Fig. 1: run 1, track usage over the die
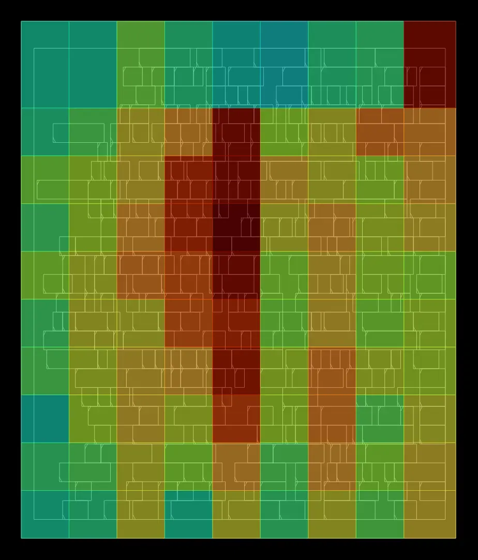
Fig. 2: run 1, cell density map
Scale bar: 20 um. 6 x 7 tiles, from dark blue (low) to red (high), 0 to 100% covered.
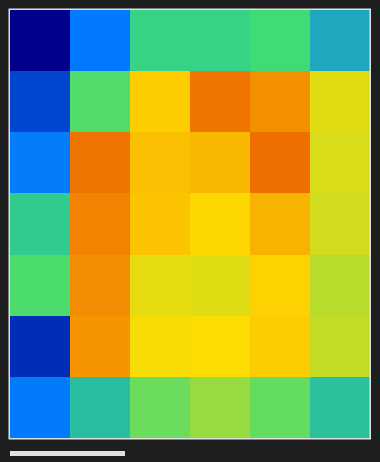
Fig. 3: run 1, wiring heat map
Scale bar: 20 um. 13 x 15 tiles, from dark blue (low) to red (high), scaled to the fullest tile. Values are wire area over tile area, all layers added.
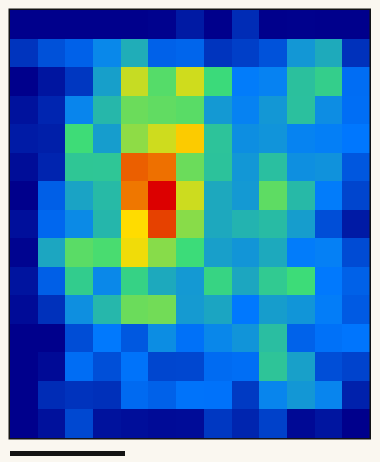
Fig. 4: run 1, drive-strength map
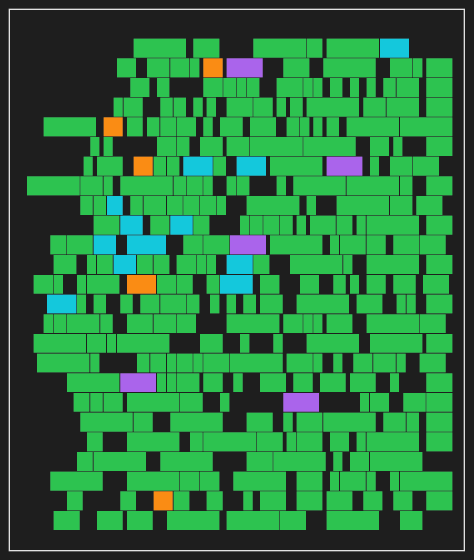
==> src/rtl/i2c_pkg.sv <==
// Shared I2C definitions: target FSM states, master instruction codes and bit-level constants.
package i2c_pkg;

    localparam int unsigned ByteW = 8;
    localparam int unsigned AddrW = 7;
    localparam int unsigned CntW  = 4;

    localparam logic I2C_ACK  = 1'b0;
    localparam logic I2C_NACK = 1'b1;

    typedef enum logic [2:0] {
        ST_IDLE,
        ST_ADDR,
        ST_ADDR_ACK,
        ST_WR_BYTE,
        ST_WR_ACK,
        ST_RD_BYTE,
        ST_RD_ACK,
        ST_WAIT_STOP
    } tgt_state_e;

    typedef enum logic [2:0] {
        INST_NOP,
        INST_START,
        INST_WRITE,
        INST_READ_ACK,
        INST_READ_NACK,
        INST_STOP
    } inst_e;

endpackage

==> src/rtl/i2c_sync_edge.sv <==
// Synchronizes an asynchronous pad input and reports its registered level and edges.
module i2c_sync_edge #(
    parameter int unsigned SyncStages = 2
) (
    input  logic clk_i,
    input  logic rst_i,
    input  logic d_i,
    output logic level_o,
    output logic rise_o,
    output logic fall_o
);

    logic [SyncStages-1:0] sync_q;
    logic                  hist_q;
    logic                  level_q;
    logic                  rise_q;
    logic                  fall_q;

    // Reset to the idle-bus level so no false edge is seen after reset.
    always_ff @(posedge clk_i) begin
        if (rst_i) begin
            sync_q  <= '1;
            hist_q  <= 1'b1;
            level_q <= 1'b1;
            rise_q  <= 1'b0;
            fall_q  <= 1'b0;
        end else begin
            sync_q  <= {sync_q[SyncStages-2:0], d_i};
            hist_q  <= sync_q[SyncStages-1];
            level_q <= sync_q[SyncStages-1];
            rise_q  <= sync_q[SyncStages-1] & ~hist_q;
            fall_q  <= ~sync_q[SyncStages-1] & hist_q;
        end
    end

    assign level_o = level_q;
    assign rise_o  = rise_q;
    assign fall_o  = fall_q;

endmodule

==> src/rtl/i2c_target_regs.sv <==
// I2C target with an 8-bit register-pointer interface: first written byte sets the
// pointer, later written bytes are register writes, reads stream from the pointer.
module i2c_target_regs
    import i2c_pkg::*;
#(
    parameter logic [AddrW-1:0] TargetAddr = 7'h3C,
    parameter int unsigned      SyncStages = 2
) (
    input  logic             clk_i,
    input  logic             rst_i,
    input  logic             scl_i,
    input  logic             sda_i,
    output logic             sda_o,
    output logic [ByteW-1:0] reg_addr_o,
    output logic [ByteW-1:0] reg_wdata_o,
    output logic             reg_we_o,
    output logic             reg_re_o,
    input  logic [ByteW-1:0] reg_rdata_i,
    output logic             busy_o
);

    logic scl_lvl, scl_rise, scl_fall;
    logic sda_lvl, sda_rise, sda_fall;

    i2c_sync_edge #(.SyncStages(SyncStages)) u_scl_sync (
        .clk_i   (clk_i),
        .rst_i   (rst_i),
        .d_i     (scl_i),
        .level_o (scl_lvl),
        .rise_o  (scl_rise),
        .fall_o  (scl_fall)
    );

    i2c_sync_edge #(.SyncStages(SyncStages)) u_sda_sync (
        .clk_i   (clk_i),
        .rst_i   (rst_i),
        .d_i     (sda_i),
        .level_o (sda_lvl),
        .rise_o  (sda_rise),
        .fall_o  (sda_fall)
    );

    logic bus_start, bus_stop;
    assign bus_start = sda_fall & scl_lvl;
    assign bus_stop  = sda_rise & scl_lvl;

    tgt_state_e       state_q;
    logic [CntW-1:0]  bit_cnt_q;
    logic [ByteW-1:0] shift_q;
    logic [ByteW-1:0] ptr_q;
    logic [ByteW-1:0] wdata_q;
    logic             first_q;
    logic             rw_q;
    logic             ack_drv_q;
    logic             sda_q;
    logic             busy_q;
    logic             we_q;
    logic             re_q;
    logic             lat_q;

    logic [ByteW-1:0] shift_in;
    assign shift_in = {shift_q[ByteW-2:0], sda_lvl};

    always_ff @(posedge clk_i) begin
        if (rst_i) begin
            state_q   <= ST_IDLE;
            bit_cnt_q <= '0;
            shift_q   <= '0;
            ptr_q     <= '0;
            wdata_q   <= '0;
            first_q   <= 1'b0;
            rw_q      <= 1'b0;
            ack_drv_q <= 1'b0;
            sda_q     <= 1'b1;
            busy_q    <= 1'b0;
            we_q      <= 1'b0;
            re_q      <= 1'b0;
            lat_q     <= 1'b0;
        end else begin
            we_q  <= 1'b0;
            re_q  <= 1'b0;
            lat_q <= re_q;

            // Read data arrives the cycle after the strobe; capture it one cycle later.
            if (lat_q) begin
                shift_q <= reg_rdata_i;
                ptr_q   <= ptr_q + ByteW'(1);
            end
            if (we_q) begin
                ptr_q <= ptr_q + ByteW'(1);
            end

            if (bus_start) begin
                state_q   <= ST_ADDR;
                bit_cnt_q <= '0;
                sda_q     <= 1'b1;
                busy_q    <= 1'b0;
                ack_drv_q <= 1'b0;
            end else if (bus_stop) begin
                state_q   <= ST_IDLE;
                sda_q     <= 1'b1;
                busy_q    <= 1'b0;
                ack_drv_q <= 1'b0;
            end else begin
                case (state_q)
                    ST_IDLE, ST_WAIT_STOP: begin
                        sda_q <= 1'b1;
                    end

                    ST_ADDR: begin
                        if (scl_rise) begin
                            shift_q   <= shift_in;
                            bit_cnt_q <= bit_cnt_q + CntW'(1);
                            if (bit_cnt_q == CntW'(7)) begin
                                if (shift_in[ByteW-1:1] == TargetAddr) begin
                                    rw_q      <= shift_in[0];
                                    busy_q    <= 1'b1;
                                    ack_drv_q <= 1'b0;
                                    state_q   <= ST_ADDR_ACK;
                                end else begin
                                    state_q <= ST_IDLE;
                                end
                            end
                        end
                    end

                    // First fall drives ACK, second fall ends the ACK clock.
                    ST_ADDR_ACK: begin
                        if (scl_fall) begin
                            if (!ack_drv_q) begin
                                sda_q     <= I2C_ACK;
                                ack_drv_q <= 1'b1;
                            end else begin
                                ack_drv_q <= 1'b0;
                                if (rw_q) begin
                                    sda_q     <= shift_q[ByteW-1];
                                    shift_q   <= {shift_q[ByteW-2:0], 1'b0};
                                    bit_cnt_q <= CntW'(1);
                                    state_q   <= ST_RD_BYTE;
                                end else begin
                                    sda_q     <= 1'b1;
                                    bit_cnt_q <= '0;
                                    first_q   <= 1'b1;
                                    state_q   <= ST_WR_BYTE;
                                end
                            end
                        end else if (scl_rise && ack_drv_q && rw_q) begin
                            re_q <= 1'b1;
                        end
                    end

                    ST_WR_BYTE: begin
                        if (scl_rise) begin
                            shift_q   <= shift_in;
                            bit_cnt_q <= bit_cnt_q + CntW'(1);
                            if (bit_cnt_q == CntW'(7)) begin
                                if (first_q) begin
                                    ptr_q   <= shift_in;
                                    first_q <= 1'b0;
                                end else begin
                                    we_q    <= 1'b1;
                                    wdata_q <= shift_in;
                                end
                                ack_drv_q <= 1'b0;
                                state_q   <= ST_WR_ACK;
                            end
                        end
                    end

                    ST_WR_ACK: begin
                        if (scl_fall) begin
                            if (!ack_drv_q) begin
                                sda_q     <= I2C_ACK;
                                ack_drv_q <= 1'b1;
                            end else begin
                                sda_q     <= 1'b1;
                                ack_drv_q <= 1'b0;
                                bit_cnt_q <= '0;
                                state_q   <= ST_WR_BYTE;
                            end
                        end
                    end

                    ST_RD_BYTE: begin
                        if (scl_fall) begin
                            if (bit_cnt_q == CntW'(8)) begin
                                sda_q     <= 1'b1;
                                ack_drv_q <= 1'b0;
                                state_q   <= ST_RD_ACK;
                            end else begin
                                sda_q     <= shift_q[ByteW-1];
                                shift_q   <= {shift_q[ByteW-2:0], 1'b0};
                                bit_cnt_q <= bit_cnt_q + CntW'(1);
                            end
                        end
                    end

                    // ack_drv_q here records that the master acknowledged the byte.
                    ST_RD_ACK: begin
                        if (scl_rise) begin
                            if (sda_lvl == I2C_ACK) begin
                                re_q      <= 1'b1;
                                ack_drv_q <= 1'b1;
                            end else begin
                                sda_q   <= I2C_NACK;
                                busy_q  <= 1'b0;
                                state_q <= ST_WAIT_STOP;
                            end
                        end else if (scl_fall && ack_drv_q) begin
                            sda_q     <= shift_q[ByteW-1];
                            shift_q   <= {shift_q[ByteW-2:0], 1'b0};
                            bit_cnt_q <= CntW'(1);
                            ack_drv_q <= 1'b0;
                            state_q   <= ST_RD_BYTE;
                        end
                    end

                    default: begin
                        sda_q   <= 1'b1;
                        state_q <= ST_IDLE;
                    end
                endcase
            end
        end
    end

    assign sda_o       = sda_q;
    assign busy_o      = busy_q;
    assign reg_addr_o  = ptr_q;
    assign reg_wdata_o = wdata_q;
    assign reg_we_o    = we_q;
    assign reg_re_o    = re_q;

endmodule
==> config.mk <==
export PLATFORM = sky130hd
export DESIGN_NAME = i2c_target_regs
export DESIGN_NICKNAME = d
export VERILOG_FILES = /design/src/rtl/i2c_pkg.sv /design/src/rtl/i2c_sync_edge.sv /design/src/rtl/i2c_target_regs.sv
export SDC_FILE = /design/constraint.sdc
export NUM_CORES = 1
export LEC_CHECK = 0
export CORE_ASPECT_RATIO = 1.2
export CORE_MARGIN = 1.5
export CORE_UTILIZATION = 59
export DETAILED_ROUTE_END_ITERATION = 10
export PLACE_DENSITY_LB_ADDON = 0.3
export SLEW_MARGIN = 25
export SYNTH_ARGS = -nofsm -noshare
export SYNTH_HDL_FRONTEND = slang
export SYNTH_HIERARCHICAL = 1
export SYNTH_SLANG_ARGS = --single-unit
==> constraint.sdc <==
create_clock -name clk_i -period 3.35 [get_ports clk_i]
set_input_delay 0.5025 -clock clk_i [delete_from_list [all_inputs] [get_ports clk_i]]
set_output_delay 0.5025 -clock clk_i [all_outputs]
set_load 0.005 [all_outputs]
==> flow_metrics.tcl, run 1 <==
# metrics dict for downstream scripts
set metrics [dict create \
    outcome "complete, no violations" \
    sh_comb_area_pct 48.7 \
    edf_count 0 \
    grt_overflow 0 \
    clkTransAtPathRegs_ns 0.08 \
    cp-end-kind "flop" \
    drt-initial-drc-count 202 \
    avgSynthCellArea_sq_um 8.73 \
    maxSlewViolCount 0 \
    wirelength_mm 5.47 \
    synthesis.area_sq_mm 0.00252 \
    max-vdd-ir-drop_uv 304 \
    startpoint "state_q[1]$_SDFFE_PP0P_" \
    netSwitchingPower_mw 0.288 \
    tns_ns 0 \
    first_pass_iters 5 \
    dp_slack_ns 0.971 \
    dpl.cell_count 358 \
    nFillCells 305 \
    period_used_pct 72.1 \
    sh_seq_area_pct 33.8 \
    routed_via_density 5.94 \
    p_seq_mw 0.629 \
    tritoncts "yes" \
    pwr-share-clk_pct 30.2 \
    ys_sh_mux_pct 8.88 \
    crit_cells 5 \
    fin_crit_ns 2.42 \
    hold_viol 0 \
    post_cts_buffers 0 \
    rsz0062_at_grt "false" \
    cts_sinks 49 \
    cp_data_required_time_ns 3.53 \
    top_area_cell "dfxtp_1" \
    max_stage_delay_ns 0.78 \
    design.seq.count 49 \
    swShare_pct 26.1 \
    register_area_sq_um 981 \
    route.met3.wl_um 223 \
    p_int_mw 0.815 \
    synthTopCellsByArea "dfxtp_1 39%, mux2i_1 7.5%, nor2_1 6.3%, a211oi_1 5.4%, a21oi_1 2.6%" \
    syn_nets 304 \
    worstHoldEndpoint "u_sda_sync/sync_q[1]$_SDFF_PP1_" \
    yosys_warnings 6 \
    critPathBufInv 0 \
    power_frac_comb_pct 12.8 \
    rows 25 \
    yosysCellCount 289 \
    diodes 0 \
    ctsRootBufferMaster "clkbuf_8" \
    power.leakage_nw 0.949 \
    logic_gates 215 \
    adder_share_pct 1.88 \
    min_path_type "reg2reg" \
    dominant-cell-class "logic gates" \
    synthTopCellsByCount "49 x dfxtp_1, 42 x nor2_1, 19 x mux2i_1, 18 x a211oi_1, 17 x nand2_1" \
    synth-async-reset-ratio_pct 0 \
    reg2reg_slack_ns 0.93 \
    htreeDepth 2 \
    wl_per_cell_um 14.9 \
    netlist_instances 289 \
    top_layer "met4" \
    ys_chip_area_sq_mm 0.00252 \
    critPathLaunchType "flop" \
    arrival_ns 2.59 \
    inverters 6 \
    grtUsageTotal_pct 25.0 \
    vias 2174 \
    io_buffers 31 \
    die_w_um 62.7 \
    worst_hold_path.num_cells 1 \
    setup_viol 0 \
    buffers_excl_clock 34 \
    drtAntennaViolNets 0 \
    cts_resized 0 \
    aoi_share_pct 18.8 \
    p_per_area_mw_per_mm2 380 \
    drv_cap 0 \
    drc 0 \
    grt_pass1_vias 1928 \
    hpwlAfterDp_mm 3.99 \
    areaGrowthSynthToFinish_pct 15.0 \
    path_delay_family "simple AND/OR/NAND/NOR gates" \
    fmax_mhz 414 \
    r2r_cells 5 \
    skew_ns 0.00596 \
    power_leader "registers" \
    nClkBuffers 7 \
    worstSetupPathType "reg2reg" \
    pg_clk_mw 0.333 \
    worst_pin_slew_ns 0.959 \
    die_h_um 74.6 \
    reg2reg_from "state_q[1]$_SDFFE_PP0P_" \
    final_layout_top_logic_cell "dfxtp_1" \
    flop_cell "dfxtp_1" \
    die_area_sq_mm 0.00468 \
    hold_slack_ns 0.408 \
    postSynthSeqShare_pct 38.9 \
    path_cells "nand2b_1 > and4b_1 > nor2b_1 > mux2i_1 > nor2_1" \
    place_area_sq_mm 0.00282 \
    finalPower_mw 1.10 \
    warnings 27 \
    hp-start "u_sda_sync/sync_q[0]$_SDFF_PP1_" \
    insertion_delay_ns 0.30 \
    synth.most_common_cell "dfxtp_1" \
    grt_pass1_wl_mm 9.27 \
    drt-met1-wl_mm 2.40 \
    setup_slack_ns 0.934 \
    grt_max_degree 43 \
    num_tap_cells 54 \
    clkCellAreaFrac_pct 2.89 \
    slowest_stage "nor2b_1" \
    place.gp.congestion 0.920 \
    worstSetupEndpoint "reg_wdata_o[7]$_SDFFE_PP0P_" \
    met2_length_mm 2.67 \
    seqPwrFrac_pct 57.0 \
    hold_buffers 0 \
    synthDistinctLibCells 55 \
    r2r_end "reg_wdata_o[7]$_SDFFE_PP0P_" \
    synth_top_area_share_pct 38.9 \
    ioPinCount 32 \
    final_cell_mix "49 x dfxtp_1, 42 x nor2_1, 31 x clkdlybuf4s50_1" \
    synth-simple-area-share_pct 24.1 \
    logic_area_sq_mm 0.00141 \
    cts_made_buffers 5 \
    nonClkBufAreaFrac_pct 11.5 \
    top_logic_kind "simple AND/OR/NAND/NOR gates" \
    max_slew_margin_pct 36.0 \
    power_combinational_mw 0.141 \
    final_area_sq_mm 0.00290 \
    layout-drive-gt1-share_pct 7.05 \
    clockBufferDepth 2 \
    xor_share_pct 2.43 \
    crit_fanout 20 \
    antenna_found_initial 0 \
    finalNonFillerCells 366 \
    ys_seq_elements 49 \
    layout.nets 326 \
]
Notes on Fig. 1 above:
GR Util met3: 4.78%
met2 Resource Use GR: 42.9%
busiest layer in global routing: met2
grt met1 use: 31.1%

Notes on Fig. 2 above:
- fullest tile: 88%
- tiles over 75% full: 36%
- nearly empty tiles: 2.4%
- mean over tiles: 61%
- emptiest ninth of the die: top left
core area: 0.00404 sq mm
Core Util at FP: 62.5%
fin util: 71.9%

Notes on Fig. 3 above:
- emptiest ninth of the die: bottom left
- densest ninth of the die: middle
- tiles over half the peak: 14%
- mean over tiles: 0.19

Notes on Fig. 4 above:
- cyan: drive 2 (cells 12; share 3.8%; most used mux2_2)
- green: drive 1 or less (cells 290; share 93%; most used dfxtp_1)
- purple: drive 6 and up (cells 5; share 1.6%; most used clkbuf_8)
- orange: drive 3 to 4 (cells 5; share 1.6%; most used buf_4)

==> inputs of run 2 (changes only) <==
- CORE_UTILIZATION: 59 -> 55
- clock period: 3.35 -> 2.5 ns (I/O delays scaled with it)
==> run 2 against run 1 <==
Register-to-register slack worse by 0.64 ns. Hold slack better by 0.00077 ns. Combinational power is 46% higher. Synthesized cell count stayed put. Core utilization is 2.9 points lower. Design area is 2.9% higher. Clock skew is 0.0014 ns lower. Total power is 40% higher. Worst setup slack worse by 0.64 ns. Area after synthesis stayed put.
==> flow_metrics.tcl, run 2 <==
# metrics dict for downstream scripts
set metrics [dict create \
    outcome "complete, no violations" \
    routed_via_density 5.92 \
    synthDistinctLibCells 55 \
    critPathLaunchType "flop" \
    design.seq.count 49 \
    synth_top_area_share_pct 38.9 \
    ys_chip_area_sq_mm 0.00252 \
    power_combinational_mw 0.206 \
    worst_hold_path.num_cells 1 \
    hpwlAfterDp_mm 4.19 \
    warnings 27 \
    tns_ns 0 \
    reg2reg_from "state_q[2]$_SDFFE_PP0P_" \
    wirelength_mm 5.80 \
    r2r_end "shift_q[3]$_SDFF_PP0_" \
    reg2reg_slack_ns 0.30 \
    netSwitchingPower_mw 0.420 \
    dp_slack_ns 0.385 \
    hold_buffers 0 \
    ioPinCount 32 \
    final_layout_top_logic_cell "dfxtp_1" \
    max_slew_margin_pct 57.1 \
    grt_max_degree 43 \
    cts_made_buffers 5 \
    final_area_sq_mm 0.00299 \
    crit_cells 5 \
    syn_nets 304 \
    postSynthSeqShare_pct 38.9 \
    path_delay_family "simple AND/OR/NAND/NOR gates" \
    skew_ns 0.00456 \
    die_w_um 64.8 \
    register_area_sq_um 981 \
    r2r_cells 5 \
    rsz0062_at_grt "false" \
    pg_clk_mw 0.505 \
    rows 26 \
    critPathBufInv 1 \
    avgSynthCellArea_sq_um 8.73 \
    startpoint "state_q[2]$_SDFFE_PP0P_" \
    post_cts_buffers 0 \
    yosysCellCount 289 \
    cp-end-kind "flop" \
    slowest_stage "or4_1" \
    max_stage_delay_ns 0.79 \
    drt-met1-wl_mm 2.44 \
    die_area_sq_mm 0.00500 \
    first_pass_iters 4 \
    nonClkBufAreaFrac_pct 13.4 \
    clkTransAtPathRegs_ns 0.09 \
    cp_data_required_time_ns 2.72 \
    worst_pin_slew_ns 0.643 \
    hold_viol 0 \
    met2_length_mm 2.95 \
    diodes 0 \
    io_buffers 31 \
    tritoncts "yes" \
    synth.most_common_cell "dfxtp_1" \
    yosys_warnings 6 \
    synthTopCellsByCount "49 x dfxtp_1, 42 x nor2_1, 19 x mux2i_1, 18 x a211oi_1, 17 x nand2_1" \
    ctsRootBufferMaster "clkbuf_8" \
    synthTopCellsByArea "dfxtp_1 39%, mux2i_1 7.5%, nor2_1 6.3%, a211oi_1 5.4%, a21oi_1 2.6%" \
    finalNonFillerCells 377 \
    inverters 6 \
    grtUsageMet3_pct 4.25 \
    setup_viol 0 \
    min_path_type "reg2reg" \
    logic_area_sq_mm 0.00141 \
    synth-simple-area-share_pct 24.1 \
    xor_share_pct 2.43 \
]
Fig. 5: run 2, cell density map
Scale bar: 20 um. 6 x 8 tiles, from dark blue (low) to red (high), 0 to 100% covered.
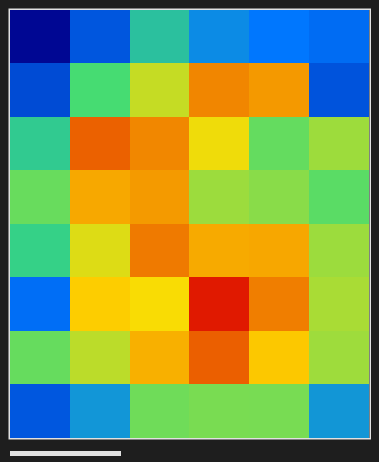
Core Util at FP: 58.3%
fin util: 69.0%
core area: 0.00433 sq mm

Fig. 6: run 2, drive-strength map
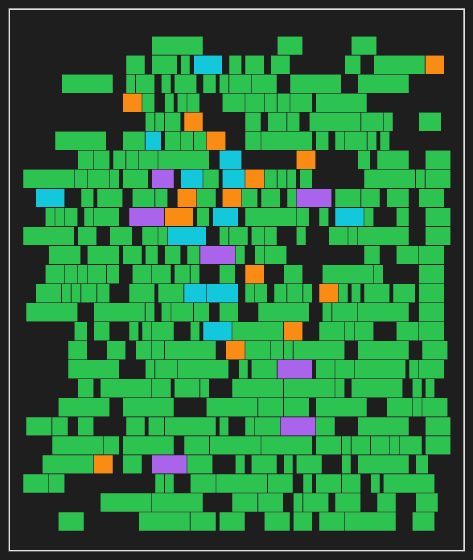
- cyan: drive 2 (cells 12; share 3.7%; most used mux2_2)
- purple: drive 6 and up (cells 7; share 2.2%; most used clkbuf_8)
- orange: drive 3 to 4 (cells 14; share 4.4%; most used buf_4)
- green: drive 1 or less (cells 288; share 90%; most used dfxtp_1)
Final WS setup: 0.298 ns
Buffers, non-clock: 43

Fig. 7: run 2, wiring heat map
Scale bar: 20 um. 13 x 15 tiles, from dark blue (low) to red (high), scaled to the fullest tile. Values are wire area over tile area, all layers added.
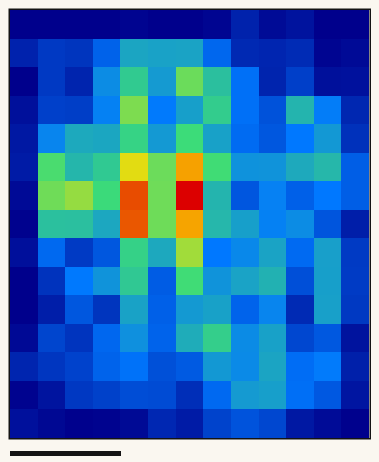
via count: 2,231
drt wl/cell: 15.4 um

==> inputs of run 3 (changes only) <==
- CORE_UTILIZATION: 55 -> 57
- CTS_BUF_LIST: unset -> sky130_fd_sc_hd__clkbuf_4
==> run 3 against run 2 <==
Core utilization is essentially flat. Critical endpoint is now state_q[0]$_SDFFE_PP0P_. Maximum frequency shrank 3.8%. Non-clock buffer count shrank 1. Largest power group unchanged. Die area shrank 3.4%. Highest routed layer unchanged. Global-route usage grew 0.29 points. Largest cell class unchanged. Total power shrank 8.3%.
==> flow_metrics.tcl, run 3 <==
# metrics dict for downstream scripts
set metrics [dict create \
    outcome "complete, no violations" \
    path_cells "nand3b_1 > nor2_1 > a2111oi_2 > a221oi_1 > a311oi_1" \
    clockBufferDepth 2 \
    hpwlAfterDp_mm 4.05 \
    io_buffers 31 \
    cp_data_required_time_ns 2.75 \
    fin_util_pct 69.0 \
    diodes 0 \
    ioPinCount 32 \
    setup_viol 0 \
    nonClkBufAreaFrac_pct 13.4 \
    p_per_area_mw_per_mm2 482 \
    grt_pass1_wl_mm 9.20 \
    route.met3.wl_um 263 \
    rows 26 \
    drt-met1-wl_mm 2.37 \
    avgSynthCellArea_sq_um 8.73 \
    max_stage_delay_ns 0.69 \
    warnings 27 \
    reg2reg_slack_ns 0.21 \
    min_path_type "reg2reg" \
    final_area_sq_mm 0.00294 \
    dominant-cell-class "logic gates" \
    netlist_instances 289 \
    arrival_ns 2.54 \
    synthTopCellsByArea "dfxtp_1 39%, mux2i_1 7.5%, nor2_1 6.3%, a211oi_1 5.4%, a21oi_1 2.6%" \
    final_layout_top_logic_cell "dfxtp_1" \
    startpoint "state_q[0]$_SDFFE_PP0P_" \
    tritoncts "yes" \
    yosys_warnings 6 \
    xor_share_pct 2.43 \
    core_area_sq_mm 0.00426 \
    clkTransAtPathRegs_ns 0.14 \
    grtUsageMet3_pct 4.14 \
    layout-drive-gt1-share_pct 10.0 \
    worst_pin_slew_ns 0.654 \
    netSwitchingPower_mw 0.386 \
    yosysCellCount 289 \
    postSynthSeqShare_pct 38.9 \
    path_delay_family "AND-OR/OR-AND gates" \
    ctsRootBufferMaster "clkbuf_4" \
    max_slew_margin_pct 56.3 \
    r2r_cells 5 \
    syn_nets 304 \
    ys_sh_mux_pct 8.88 \
    routed_via_density 6.02 \
    fp_util_pct 59.2 \
    dp_slack_ns 0.279 \
    die_area_sq_mm 0.00483 \
    first_pass_iters 5 \
    design.seq.count 49 \
    insertion_delay_ns 0.36 \
    tns_ns 0 \
    register_area_sq_um 981 \
    pg_clk_mw 0.381 \
    skew_ns 0.0129 \
    ys_chip_area_sq_mm 0.00252 \
    worst_hold_path.num_cells 1 \
    power_combinational_mw 0.197 \
    cts_made_buffers 5 \
    post_cts_buffers 0 \
    met2_length_mm 2.77 \
    r2r_end "state_q[0]$_SDFFE_PP0P_" \
    cp-end-kind "flop" \
    crit_cells 5 \
    critPathLaunchType "flop" \
    hold_buffers 0 \
    reg2reg_from "state_q[0]$_SDFFE_PP0P_" \
    setup_slack_ns 0.211 \
    inverters 6 \
    hold_viol 0 \
    cts_resized 0 \
    rsz0062_at_grt "false" \
    synthTopCellsByCount "49 x dfxtp_1, 42 x nor2_1, 19 x mux2i_1, 18 x a211oi_1, 17 x nand2_1" \
    synth-simple-area-share_pct 24.1 \
    logic_area_sq_mm 0.00141 \
    logic_gates 215 \
    die_w_um 63.7 \
    finalPower_mw 1.42 \
    grt_max_degree 43 \
    critPathBufInv 0 \
    grt-busiest-layer "met2" \
    buffers_excl_clock 42 \
    synthDistinctLibCells 55 \
    worstSetupEndpoint "state_q[0]$_SDFFE_PP0P_" \
    slowest_stage "dfxtp_1" \
    power_leader "registers" \
    synth.most_common_cell "dfxtp_1" \
    finalNonFillerCells 376 \
    synth_top_area_share_pct 38.9 \
]
Fig. 8: run 3, wiring heat map
Scale bar: 20 um. 13 x 15 tiles, from dark blue (low) to red (high), scaled to the fullest tile. Values are wire area over tile area, all layers added.
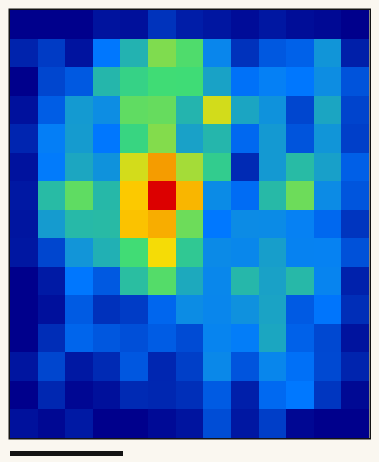
- mean over tiles: 0.19
- fullest tile: 0.77
- emptiest ninth of the die: bottom left
- densest ninth of the die: middle
drt wl/cell: 14.9 um
via count: 2,265
Total GRT Usage: 24.3%
routed wire length: 5.62 mm

Fig. 9: run 3, cell density map
Scale bar: 20 um. 6 x 8 tiles, from dark blue (low) to red (high), 0 to 100% covered.
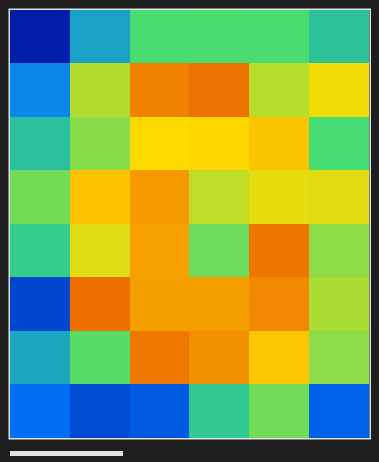
- fullest tile: 88%
- tiles over 75% full: 33%
- mean over tiles: 59%

Fig. 10: run 3, drive-strength map
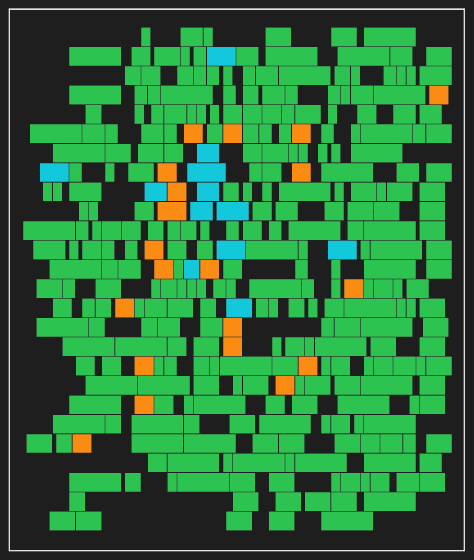
- cyan: drive 2 (cells 12; share 3.8%; most used mux2_2)
- orange: drive 3 to 4 (cells 20; share 6.3%; most used buf_4)
- green: drive 1 or less (cells 288; share 90%; most used dfxtp_1)

Power figures rest on the tool's default switching activity, not on a simulated workload.
